<file path="src/rtl/random_delay_timer.sv">
// Random-delay timer: a Fibonacci LFSR picks a bounded delay, and a
// down-counter runs it off on tick strobes, then pulses expired_o for one
// cycle. In auto mode a fresh delay is drawn on every expiry.
module random_delay_timer #(
    parameter int               WIDTH      = 12,
    parameter logic [WIDTH-1:0] TAPS       = 12'hE08,
    parameter logic [WIDTH-1:0] SEED       = 12'hAAA,
    parameter int               MIN_DELAY  = 4,
    parameter logic [WIDTH-1:0] RANGE_MASK = 12'h00F,
    parameter int               CNT_W      = 13
) (
    input  logic             clk,
    input  logic             reset,
    input  logic             lfsr_en_i,
    input  logic             seed_load_i,
    input  logic [WIDTH-1:0] seed_i,
    input  logic             start_i,
    input  logic             abort_i,
    input  logic             tick_i,
    input  logic             mode_auto_i,
    output logic             busy_o,
    output logic             expired_o,
    output logic [CNT_W-1:0] count_o,
    output logic [WIDTH-1:0] rand_out_o
);

    typedef enum logic [1:0] {
        S_IDLE   = 2'd0,
        S_COUNT  = 2'd1,
        S_EXPIRE = 2'd2
    } state_e;

    state_e           state_q, state_d;
    logic [CNT_W-1:0] count_q, count_d;
    logic [WIDTH-1:0] lfsr_q, lfsr_d;

    logic             load;
    logic [WIDTH-1:0] lfsr_step;
    logic [WIDTH-1:0] rand_part;
    logic [CNT_W-1:0] delay;

    // Shift left, feedback into bit 0. A nonzero seed never reaches all-zero.
    assign lfsr_step = {lfsr_q[WIDTH-2:0], ^(lfsr_q & TAPS)};

    // Delay is drawn from the LFSR value before the step that the load causes.
    assign rand_part = lfsr_q & RANGE_MASK;
    assign delay     = CNT_W'(MIN_DELAY) + CNT_W'(rand_part);

    // State, counter and LFSR registers; synchronous reset wins over all.
    always_ff @(posedge clk) begin
        if (reset) begin
            state_q <= S_IDLE;
            count_q <= '0;
            lfsr_q  <= SEED;
        end else begin
            state_q <= state_d;
            count_q <= count_d;
            lfsr_q  <= lfsr_d;
        end
    end

    // Next-state, counter and LFSR update logic.
    always_comb begin
        state_d = state_q;
        count_d = count_q;
        lfsr_d  = lfsr_q;
        load    = 1'b0;

        unique case (state_q)
            S_IDLE: begin
                if (start_i) load = 1'b1;
            end
            S_COUNT: begin
                // abort beats tick; start is ignored while counting
                if (abort_i) begin
                    state_d = S_IDLE;
                    count_d = '0;
                end else if (tick_i) begin
                    if (count_q == CNT_W'(1)) begin
                        count_d = '0;
                        state_d = S_EXPIRE;
                    end else begin
                        count_d = count_q - CNT_W'(1);
                    end
                end
            end
            S_EXPIRE: begin
                if (mode_auto_i && !abort_i) load    = 1'b1;
                else                         state_d = S_IDLE;
            end
            default: begin
                state_d = S_IDLE;
                count_d = '0;
            end
        endcase

        // A zero-length delay skips straight to the expiry pulse.
        if (load) begin
            count_d = delay;
            state_d = (delay == '0) ? S_EXPIRE : S_COUNT;
        end

        // Reseed takes priority; a load and lfsr_en together still step once.
        if (seed_load_i)            lfsr_d = (seed_i == '0) ? SEED : seed_i;
        else if (lfsr_en_i || load) lfsr_d = lfsr_step;
    end

    assign busy_o     = (state_q != S_IDLE);
    assign expired_o  = (state_q == S_EXPIRE);
    assign count_o    = count_q;
    assign rand_out_o = lfsr_q;

endmodule

</file>
<file path="config.mk">
export PLATFORM = sky130hd
export DESIGN_NAME = random_delay_timer
export DESIGN_NICKNAME = d
export VERILOG_FILES = /design/src/rtl/random_delay_timer.sv
export SDC_FILE = /design/constraint.sdc
export NUM_CORES = 1
export LEC_CHECK = 0
export ABC_AREA = 1
export CORE_ASPECT_RATIO = 0.7
export CORE_UTILIZATION = 50
export DETAILED_ROUTE_END_ITERATION = 10
export PLACE_DENSITY = 0.94
export SLEW_MARGIN = 30
export SYNTH_ARGS = -nofsm -noshare
export SYNTH_HDL_FRONTEND = slang
export SYNTH_SLANG_ARGS = --single-unit
</file>
<file path="constraint.sdc">
create_clock -name clk -period 2.2 [get_ports clk]
set_input_delay 0.55 -clock clk [delete_from_list [all_inputs] [get_ports clk]]
set_output_delay 0.55 -clock clk [all_outputs]
set_load 0.005 [all_outputs]
</file>
Placement by cell class:
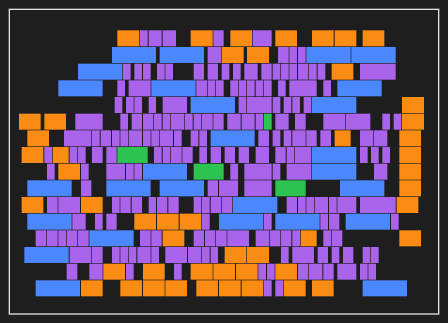
Key: flip-flops = blue [cells 27, share of their area 26%]; other buffers and delay cells = orange [cells 49, share of their area 23%]; clock drivers and dummy loads = green [cells 4, share of their area 2.1%]; all other logic = purple [cells 201, share of their area 50%]
Util after Layout: 73.97%
flop share of the area: 25.00%
final instance area: 2162 um2
row cnt: 16
core box area: 2923 um2

Track usage over the die:
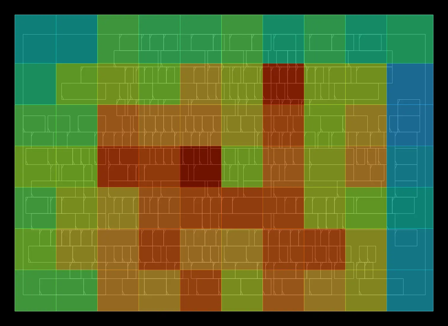
WL/cell: 13.38 um
met3 Track Usage GR: 5.317%
GR Util All Layers: 26.57%

Sizing map:
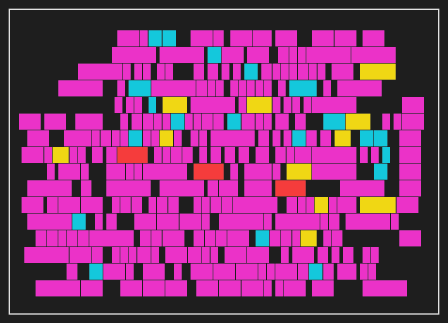
Key: drive 1 or less = magenta [cells 247, share 88%]; drive 6 and up = red [cells 3, share 1.1%]; drive 2 = cyan [cells 20, share 7.1%]; drive 3 to 4 = yellow [cells 11, share 3.9%]

==> flow_summary.json <==
{
  "status": "complete, no violations",
  "final_nets": 306,
  "hold_end": "rand_out_o[5]$_SDFFE_PP1P_",
  "slowest_delay_ps": 510,
  "critical_path_class": "reg2out",
  "rsz0062_at_grt": "false",
  "endpoint_kind": "output port",
  "synth.area.mux_share_pct": 3.106,
  "finalWirelength_um": 4240,
  "most-common-layout-cells": "clkdlybuf4s50_1, nand2_1, nor2_1",
  "worstHoldStart": "rand_out_o[5]$_SDFFE_PP1P_",
  "pg_clk_mw": 0.276,
  "clkTransAtPathRegs_ps": 90,
  "cts_resized": 0,
  "grt.met2_usage_pct": 44.39,
  "dieArea_um2": 3458,
  "edf_count": 0,
  "dr.pass1.iters": 4,
  "busiest_layer": "met2",
  "setup_ws_ps": 255.5,
  "finalClockPeriodUsage_pct": 88.38,
  "adder_share_pct": 3.106,
  "ys_area_um2": 1612,
  "finClkSkew_ps": 2.784,
  "ios": 47,
  "min_path_cells": 2,
  "dpl-instance-area_um2": 2117,
  "wl_met1_um": 1965,
  "setup_viol": 0,
  "switching_share_pct": 35.14,
  "drv_slew": 0,
  "slew_headroom_pct": 75.47,
  "buffer_area_share_pct": 22.34,
  "ff_latch_area_um2": 540.5
}
